**Run 1: wiring by layer**

(6 px per µm) Two of the layers only.
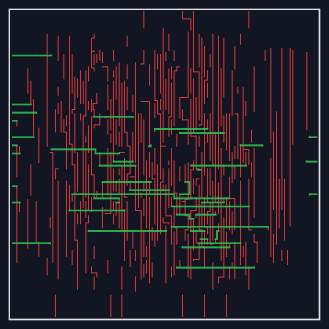
**Run 1: port wiring**

(6 px per µm)
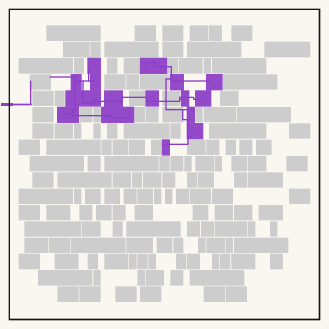
**Run 1: placed standard cells**

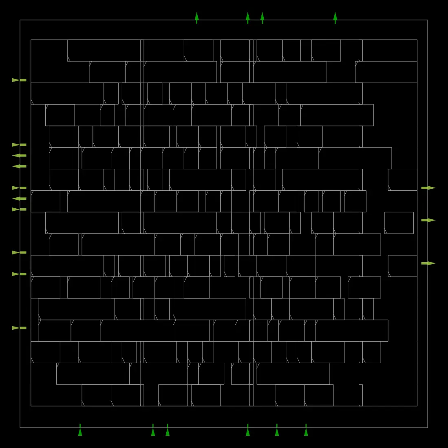
### config.mk
export PLATFORM = sky130hd
export DESIGN_NAME = out_n_clock_prog
export DESIGN_NICKNAME = d
export VERILOG_FILES = /design/src/rtl/out_n_clock_prog.sv
export SDC_FILE = /design/constraint.sdc
export NUM_CORES = 1
export LEC_CHECK = 0
export CAP_MARGIN = 20
export CORE_UTILIZATION = 57
export CTS_CLUSTER_DIAMETER = 100
export DETAILED_ROUTE_END_ITERATION = 7
export PLACE_DENSITY = 0.85
export SLEW_MARGIN = 30
export SYNTH_ARGS = -nofsm -noshare
export SYNTH_HDL_FRONTEND = slang
export SYNTH_SLANG_ARGS = --single-unit
### constraint.sdc
create_clock -name clock -period 4.1 [get_ports clock]
set_input_delay 0.82 -clock clock [delete_from_list [all_inputs] [get_ports clock]]
set_output_delay 0.82 -clock clock [all_outputs]
set_load 0.02 [all_outputs]
### src/rtl/out_n_clock_prog.sv
// rtl/out_n_clock_prog.sv - programmable one-in-N pulse generator; OUT_N_CLOCK_PROG_PW_EN adds a programmable pulse width
module out_n_clock_prog #(
    parameter int WIDTH     = 8,
    parameter int DEFAULT_N = 4
) (
    input  logic             clock,
    input  logic             reset_,
    input  logic             enable,
    input  logic             load,
    input  logic [WIDTH-1:0] n_in,
    input  logic             oneshot,
`ifdef OUT_N_CLOCK_PROG_PW_EN
    input  logic [WIDTH-1:0] pw,
`endif
    output logic             out,
    output logic [WIDTH-1:0] count,
    output logic             done
);

    typedef enum logic [1:0] {
        RUN,
        STRETCH,
        DONE
    } state_t;

    state_t           state;
    logic [WIDTH-1:0] per;
    logic [WIDTH-1:0] cnt;
    logic [WIDTH-1:0] last;

    // per=0 is treated as a period of one, so the terminal count is 0 either way
    assign last  = (per == '0) ? '0 : per - 1'b1;
    assign count = cnt;

`ifdef OUT_N_CLOCK_PROG_PW_EN
    logic [WIDTH-1:0] pwr;
    logic [WIDTH-1:0] wcnt;
    logic [WIDTH-1:0] p_eff;
    logic [WIDTH-1:0] pw_eff;
    logic [WIDTH-1:0] w;

    assign p_eff  = (per == '0) ? WIDTH'(1) : per;
    assign pw_eff = (pwr == '0) ? WIDTH'(1) : pwr;
    // a stretched pulse never outlasts its period
    assign w      = (pw_eff < p_eff) ? pw_eff : p_eff;
`endif

    always_ff @(posedge clock or negedge reset_) begin
        if (!reset_) begin
            state <= RUN;
            per   <= WIDTH'(DEFAULT_N);
            cnt   <= '0;
            out   <= 1'b0;
            done  <= 1'b0;
`ifdef OUT_N_CLOCK_PROG_PW_EN
            pwr   <= WIDTH'(1);
            wcnt  <= '0;
`endif
        end else if (load) begin
            state <= RUN;
            per   <= n_in;
            cnt   <= '0;
            out   <= 1'b0;
            done  <= 1'b0;
`ifdef OUT_N_CLOCK_PROG_PW_EN
            pwr   <= pw;
            wcnt  <= '0;
`endif
        end else begin
            case (state)
                RUN: begin
                    if (enable) begin
                        if (cnt == last) begin
                            cnt <= '0;
                            out <= 1'b1;
`ifdef OUT_N_CLOCK_PROG_PW_EN
                            wcnt <= WIDTH'(1);
                            if (oneshot) begin
                                if (w == WIDTH'(1)) begin
                                    state <= DONE;
                                    done  <= 1'b1;
                                end else begin
                                    state <= STRETCH;
                                end
                            end
`else
                            if (oneshot) begin
                                state <= DONE;
                                done  <= 1'b1;
                            end
`endif
                        end else begin
                            cnt <= cnt + 1'b1;
`ifdef OUT_N_CLOCK_PROG_PW_EN
                            if (out) begin
                                if (wcnt >= w) begin
                                    out <= 1'b0;
                                end else begin
                                    wcnt <= wcnt + 1'b1;
                                end
                            end
`else
                            out <= 1'b0;
`endif
                        end
                    end else begin
`ifndef OUT_N_CLOCK_PROG_PW_EN
                        out <= 1'b0;
`endif
                    end
                end
`ifdef OUT_N_CLOCK_PROG_PW_EN
                // one-shot pulse still stretching; DONE follows once it ends
                STRETCH: begin
                    cnt <= '0;
                    if (enable) begin
                        if (wcnt >= w) begin
                            out   <= 1'b0;
                            state <= DONE;
                            done  <= 1'b1;
                        end else begin
                            wcnt <= wcnt + 1'b1;
                        end
                    end
                end
`endif
                default: begin
                    out <= 1'b0;
                    cnt <= '0;
`ifdef OUT_N_CLOCK_PROG_PW_EN
                    wcnt <= '0;
`endif
                end
            endcase
        end
    end

endmodule

==> flow_metrics.rpt, run 1 <==
IMPLEMENTATION SUMMARY REPORT
----------------------------------------------------
[Layout]
  Biggest Area Class ........................ multi-input combinational cells
  Final Net Count ........................ 181
  Core utilization of the finished layout ........................ 0.720
  FF+latch area ........................ 452 µm²
  Layout buffering overhead excluding clock cells ........................ 0.136
  Cell area after layout ........................ 0.00162 mm²
  Mi-comb count ........................ 115

[Synth]
  Syn. warnings ........................ 0
  Fraction of registers with async set/reset ........................ 1.00
  Mean post-synth cell area ........................ 9.29 µm²
  Yosys top cell area share ........................ 0.305
  Biggest area contributors in the synthesized netlist ........................ sky130_fd_sc_hd__dfrtp_1 (31%), sky130_fd_sc_hd__mux2_2 (4.8%), sky130_fd_sc_hd__a211oi_1 (3.8%), sky130_fd_sc_hd__o21ai_0 (2.9%), sky130_fd_sc_hd__nand2_1 (2.7%)
  Cell count after synthesis ........................ 150
  Cell count in the Yosys report ........................ 150
  Library cell occupying the most area in the post-synthesis netlist ........................ sky130_fd_sc_hd__dfrtp_1
  Number of nets at floorplan ........................ 165

[Floorplan]
  Num tapcells ........................ 28
  Area inside the core boundary ........................ 0.00225 mm²

[Setup path]
  Data arrival time of the critical path ........................ 2.87 ns
  Startpoint type of the worst setup path ........................ flop
  Critical path, cell by cell ........................ inv_1 -> ha_1 -> nor2b_1 -> and3_1 -> o21ai_0 -> a211oi_1 -> nor3_2 -> a211oi_1
  Worst path required time ........................ 4.30 ns
  Endpoint kind of the worst setup timing path ........................ flop
  CP most frequent cell ........................ sky130_fd_sc_hd__a211oi_1

[CTS]
  Sink count of the clock tree ........................ 18
  Post-CTS setup buffer count ........................ 0

[Final timing]
  Highest clock rate ........................ 375 MHz
  Final hold violation count ........................ 0
  Post-route worst hold slack ........................ 0.594 ns

[Route]
  Average vias per placed instance ........................ 6.64
  Number of search-and-repair iterations in the first detailed-routing pass ........................ 4
  Average routed wire per standard cell ........................ 17.5 µm

[Power and ir drop]
  Power density relative to cell area ........................ 298 mW/mm²
  Maximum resistive drop on vdd ........................ 257 µV

[Run]
  Number of OpenROAD warnings ........................ 26
  Max cap viols ........................ 0

[Global route]
  Total routing usage reported by global routing ........................ 0.289
  Antenna violations before repair ........................ 0

[Placed design]
  Post-Place Worst Slack ........................ 1.51 ns

[Run status]
  Result of the run ........................ completed

----------------------------------------------------
Back to the opening pictures, 'wiring by layer':
[green] M3 | wire length: 233 µm
[red] M2 | wire length: 1680 µm

Back to the opening pictures, 'port wiring':
[purple] enable | bits: 1 | direction: input | edge: west | end cells: 19 | buffers: 1 | wire: 98.5 µm
total I/O pin count: 23
number of buffer cells added on primary ports: 22

Back to the opening pictures, 'placed standard cells':
Layout fillers: 170
FP Rows: 17

==> run 1: synth_stat cells (3+ instances only) <==
cell type                  number
sky130_fd_sc_hd__clkbuf_1       4
sky130_fd_sc_hd__inv_1          6
sky130_fd_sc_hd__nor2b_1        3
sky130_fd_sc_hd__xor2_1         4
sky130_fd_sc_hd__nor4_1         3
sky130_fd_sc_hd__nor2_1         6
sky130_fd_sc_hd__a21oi_1        5
sky130_fd_sc_hd__nor3b_1        4
sky130_fd_sc_hd__nor3_1         3
sky130_fd_sc_hd__nand2_1       10
sky130_fd_sc_hd__buf_2          3
sky130_fd_sc_hd__and3_1         5
sky130_fd_sc_hd__dfrtp_1       17
sky130_fd_sc_hd__or3_1          3
sky130_fd_sc_hd__xnor2_1        3
sky130_fd_sc_hd__o21ai_0        8
sky130_fd_sc_hd__mux2_2         6
sky130_fd_sc_hd__a211oi_1       7
sky130_fd_sc_hd__nand3_1        6
==> run 1: worst max-delay path: cells and delay by family, from the launching register on <==
kind,cells,cell delay (ns)
AOI/OAI and AO/OA,3,1.05
adders and majority gates,1,0.33
buffers and inverters,1,0.09
DFF,1,0.44
and+or+nand+nor,3,0.67
==> run 1: worst paths after layout <==
kind / from / end / slack [ns] / depth (start not counted)
min in group asynchronous: reset_ / per[6] / 0.97 / 1
worst max-delay path: per[0] / count[6] / 1.43 / 8
max in group asynchronous: reset_ / out / 2.62 / 1
worst min register to register: state[1] / state[1] / 0.59 / 1
worst min-delay path: state[1] / state[1] / 0.59 / 1
worst max register to register: per[0] / count[6] / 1.43 / 8
==> run 1: kinds of logic (layout without fill, tap and decap cells) <==
logic type / after synthesis / in the layout / share of synthesized area
AND-OR/OR-AND: 38 / 38 / 0.225
buffers and inverters: 17 / 32 / 0.0601
adder cells (fa/ha/maj): 2 / 2 / 0.0180
AND/OR/NAND/NOR: 61 / 61 / 0.273
multiplexers: 7 / 7 / 0.0557
flip-flops: 18 / 18 / 0.324
XOR/XNOR: 7 / 7 / 0.0440
==> run 1: report_power, final <==
part           internal (mW)  switching [mW]
Combinational         0.0682          0.0802
Sequential             0.191          0.0316
Clock                 0.0542          0.0585
==> run 1: sequential cells by signal (all words and copies together), names as in the netlist <==
register	cells
per	8
state	1
out	1
count	8
==> run 1: cells in the final DEF (no fill, tap or decap), drive strengths merged, types with 3 or more instances in the layout <==
| cell | netlist | routed |
|---|---|---|
| a21oi | 5 | 5 |
| or2 | 3 | 3 |
| and3 | 5 | 5 |
| a221oi | 3 | 3 |
| inv | 6 | 6 |
| clkbuf | 5 | 4 |
| mux2 | 6 | 6 |
| nor2 | 6 | 6 |
| or3 | 4 | 4 |
| nor3b | 4 | 4 |
| nand2 | 10 | 10 |
| a211oi | 7 | 7 |
| nor2b | 4 | 4 |
| o21ai | 10 | 10 |
| nor3 | 4 | 4 |
| nor4 | 4 | 4 |
| nand3 | 6 | 6 |
| dfrtp | 17 | 17 |
| xor2 | 4 | 4 |
| xnor2 | 3 | 3 |
| clkdlybuf4s50 | 0 | 22 |
==> run 1: layer usage <==
layer,track usage,vias up,share of wire
li1,-,593,-
met1,0.392,613,0.42
met2,0.476,67,0.50
met3,0.0327,8,0.069
met4,0.0991,0,0.012
met5,0,-,0
==> inputs of run 2 (changes only) <==
Settings changed: CORE_UTILIZATION 57 to 53, PLACE_DENSITY 0.85 to 0.79.
Clock period 4.1 ns to 2.5 ns, I/O delays scaled along.
==> flow_metrics.rpt, run 2 <==
IMPLEMENTATION SUMMARY REPORT
----------------------------------------------------
[Run status]
  Result of the run ........................ completed

[Synth]
  Biggest area contributors in the synthesized netlist ........................ sky130_fd_sc_hd__dfrtp_1 (31%), sky130_fd_sc_hd__mux2_2 (4.8%), sky130_fd_sc_hd__a211oi_1 (3.8%), sky130_fd_sc_hd__o21ai_0 (2.9%), sky130_fd_sc_hd__nand2_1 (2.7%)
  Number of nets at floorplan ........................ 165
  Ys flops ........................ 18
  Leading cell type by number of instances after synthesis ........................ sky130_fd_sc_hd__dfrtp_1
  Fraction of registers with async set/reset ........................ 1.00
  Top cells by count ........................ sky130_fd_sc_hd__dfrtp_1 (17), sky130_fd_sc_hd__nand2_1 (10), sky130_fd_sc_hd__o21ai_0 (8)
  Yosys top cell area share ........................ 0.305
  Mean post-synth cell area ........................ 9.29 µm²
  Cell count in the Yosys report ........................ 150
  Cell count after synthesis ........................ 150
  Dominant flop cell ........................ sky130_fd_sc_hd__dfrtp_1
  Library cell occupying the most area in the post-synthesis netlist ........................ sky130_fd_sc_hd__dfrtp_1
  Syn. warnings ........................ 0

[Final timing]
  Final cycle utilization of the critical path ........................ 0.941
  Pin slew with the least headroom to its limit ........................ 0.471 ns
  Setup TNS ........................ 0 ns
  Relative slew slack ........................ 0.683
  RSZ-0062 raised after global routing ........................ no
  Highest clock rate ........................ 425 MHz
  Final period demand of the worst path ........................ 2.35 ns
  Final worst slack ........................ 0.148 ns
  Final hold violation count ........................ 0
  Post-route worst hold slack ........................ 0.514 ns

[Setup path]
  Critical R2R Launch ........................ per[0]
  Slack of the worst reg-to-reg path ........................ 0.15 ns
  Worst path required time ........................ 2.75 ns
  Endpoint kind of the worst setup timing path ........................ flop
  Number of buffers and inverters on the critical path ........................ 0
  Worst reg2reg endpoint ........................ state[1]
  Critical path, cell by cell ........................ or3_1 -> xnor2_1 -> a2111oi_2 -> a221oi_4 -> nor4bb_1 -> a22o_1
  Kind of cell with the highest combined delay on the critical path ........................ simple AND/OR/NAND/NOR gates
  Data arrival time of the critical path ........................ 2.60 ns
  Worst-case reg-to-reg path depth ........................ 6
  Delay of the slowest cell on the worst path ........................ 0.55 ns
  Startpoint type of the worst setup path ........................ flop

[Route]
  Overall via count from detail_route ........................ 1280
  Number of DRC markers after the initial detailed-route iteration ........................ 39
  Average vias per placed instance ........................ 6.34
  Number of search-and-repair iterations in the first detailed-routing pass ........................ 4
  Average routed wire per standard cell ........................ 16.8 µm
  Antenna-violating nets left ........................ 0

[Global route]
  Total routing usage reported by global routing ........................ 0.271
  Antenna violations before repair ........................ 0
  Number of global-route vias before repair ........................ 1248
  Wire length of the first global-routing pass ........................ 5510 µm

[Power and ir drop]
  Overall power ........................ 787 µW
  Power density relative to cell area ........................ 466 mW/mm²
  Maximum resistive drop on vdd ........................ 341 µV
  Net switching component of the power ........................ 284 µW
  Share of total power in combinational logic ........................ 0.343
  Clock power frac ........................ 0.204
  Part of the total power dissipated in sequential elements ........................ 0.454
  Cell Int Power ........................ 503 µW
  Fraction of power spent switching nets ........................ 0.361

[Layout]
  Combinational gate area ........................ 880 µm²
  Core utilization of the finished layout ........................ 0.682
  Most numerous logic cell after layout ........................ sky130_fd_sc_hd__clkdlybuf4s50_1
  Layout fillers ........................ 219
  Antenna diode instance count ........................ 0
  FF+latch area ........................ 452 µm²
  Final Net Count ........................ 188
  Share of post-route cells with drive strength above 1 ........................ 0.198
  Highest-count cells in the layout ignoring fill and taps ........................ sky130_fd_sc_hd__clkdlybuf4s50_1 (22), sky130_fd_sc_hd__dfrtp_1 (17), sky130_fd_sc_hd__nand2_1 (10), sky130_fd_sc_hd__o21ai_0 (8), sky130_fd_sc_hd__buf_4 (7)

[Run]
  Max cap viols ........................ 0
  Number of OpenROAD warnings ........................ 26

[Placed design]
  Post-Place Worst Slack ........................ -0.0246 ns
  Number of buffer cells added on primary ports ........................ 22
  HPWL after detailed placement ........................ 2570 µm

[Floorplan]
  X dimension of the die ........................ 53.3 µm
  Area inside the core boundary ........................ 0.00248 mm²
  FP Rows ........................ 18
  Total I/O pin count ........................ 23
  Vertical extent of the die ........................ 53.3 µm
  Share of the core filled by cells before placement ........................ 0.563

[CTS]
  CTS Hold Bufs ........................ 0
  Clk_lat worst skew ........................ 0.30 ns
  Clk root buf ........................ sky130_fd_sc_hd__clkbuf_4
  Clock slew at the register clock pins of the worst setup and hold paths ........................ 0.11 ns
  TritonCTS clock tree ........................ yes
  Sink count of the clock tree ........................ 18

[Worst hold path]
  Min-delay worst type ........................ primary input to asynchronous set/reset pin

----------------------------------------------------
## run 2: cell counts after synthesis
No cell type changed its count.
## run 2: how the worst max path moves through the flow
stage	end	startpoint	slack, ns	cells past startpoint
2_1_floorplan	state[1]	per[0]	0.22	9
3_3_place_gp	out	per[0]	0.11	8
3_5_place_dp	state[1]	per[0]	-0.02	8
4_1_cts	count[7]	per[0]	0.05	8
5_1_grt	state[1]	per[0]	0.03	8
6_report	state[1]	per[0]	0.15	6
## run 2: power groups by stage
stage               logic [mW]  clock network [mW]  registers (mW)
global placement         0.253                   0           0.359
floorplan                0.179                   0           0.354
CTS                      0.262               0.166           0.355
finish                   0.270               0.160           0.357
global route             0.294               0.174           0.361
detailed placement       0.260                   0           0.360
## run 2: what timing repair did
item                       4_1_cts  5_1_grt
gates resized                    1        4
setup endpoints to repair        3        9
buffers inserted                 0        0
## run 2: cells by family (layout without fill, tap and decap cells)
| group | Yosys count | after routing | share of synthesized area |
|---|---|---|---|
| flip-flops | 18 | 18 | 0.324 |
| adder cells (fa/ha/maj) | 2 | 2 | 0.0180 |
| multiplexers | 7 | 7 | 0.0557 |
| buffers and inverters | 17 | 39 | 0.0601 |
| AND-OR/OR-AND | 38 | 38 | 0.225 |
| XOR/XNOR | 7 | 7 | 0.0440 |
| AND/OR/NAND/NOR | 61 | 61 | 0.273 |
## run 2: per-layer routing
layer	vias up	track usage	wire length, µm	share of wire
met3	11	0.0603	214	0.063
met1	615	0.336	1440	0.42
li1	604	-	-	-
met4	0	0.136	82	0.024
met2	50	0.433	1650	0.49
met5	-	0	0	0
## run 2: layout make-up
cell class,instances,share of cell area
Timing Repair Buffer,29,0.161
Clock buffer,4,0.0155
Sequential cell,18,0.267
Tap cell,30,0.0222
Multi-Input combinational cell,115,0.520
Inverter,6,0.0133
## run 2: stage by stage
| stage | cells | instance area [µm²] |
|---|---|---|
| after floorplan | 150 | 1390 |
| after global placement | 198 | 1640 |
| after detailed placement | 198 | 1640 |
| after CTS | 202 | 1670 |
| after global routing | 202 | 1690 |
| final | 202 | 1690 |
## run 2: worst reg2reg max path: cells and delay by family (launching register included)
kind | cells | cell delay (ns)
DFF | 1 | 0.45
AOI/OAI and AO/OA | 3 | 0.75
and+or+nand+nor | 2 | 0.86
xor gates and xnor gates | 1 | 0.25
**Run 2: pin placement**

(10 px per µm) Pins as bars across the die edge, other pins in gray.
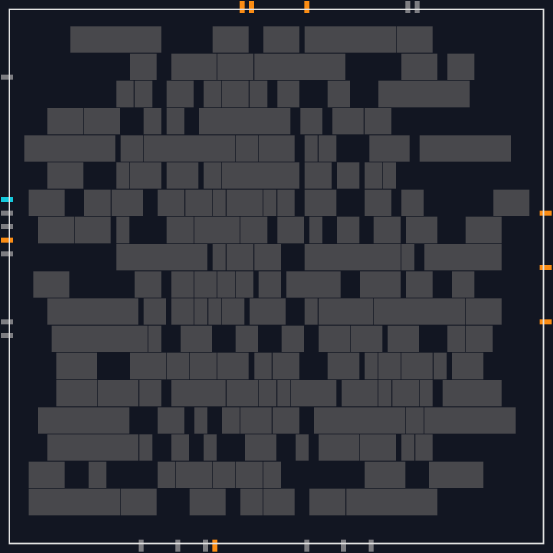
[orange] count | pins: 8 | direction: output | edge: 3 north, 3 east, 1 west, 1 south
[cyan] enable | pins: 1 | direction: input | edge: west
all pins by edge: 8 west, 7 south, 5 north, 3 east

**Run 2: wiring by layer**

(4 px per µm) Two of the layers only.
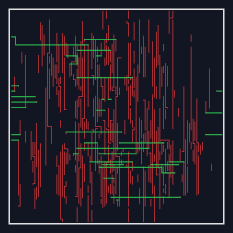
[green] M3 | wire length: 215 µm
[red] M2 | wire length: 1650 µm

Power is estimated from default activity; no workload was simulated.
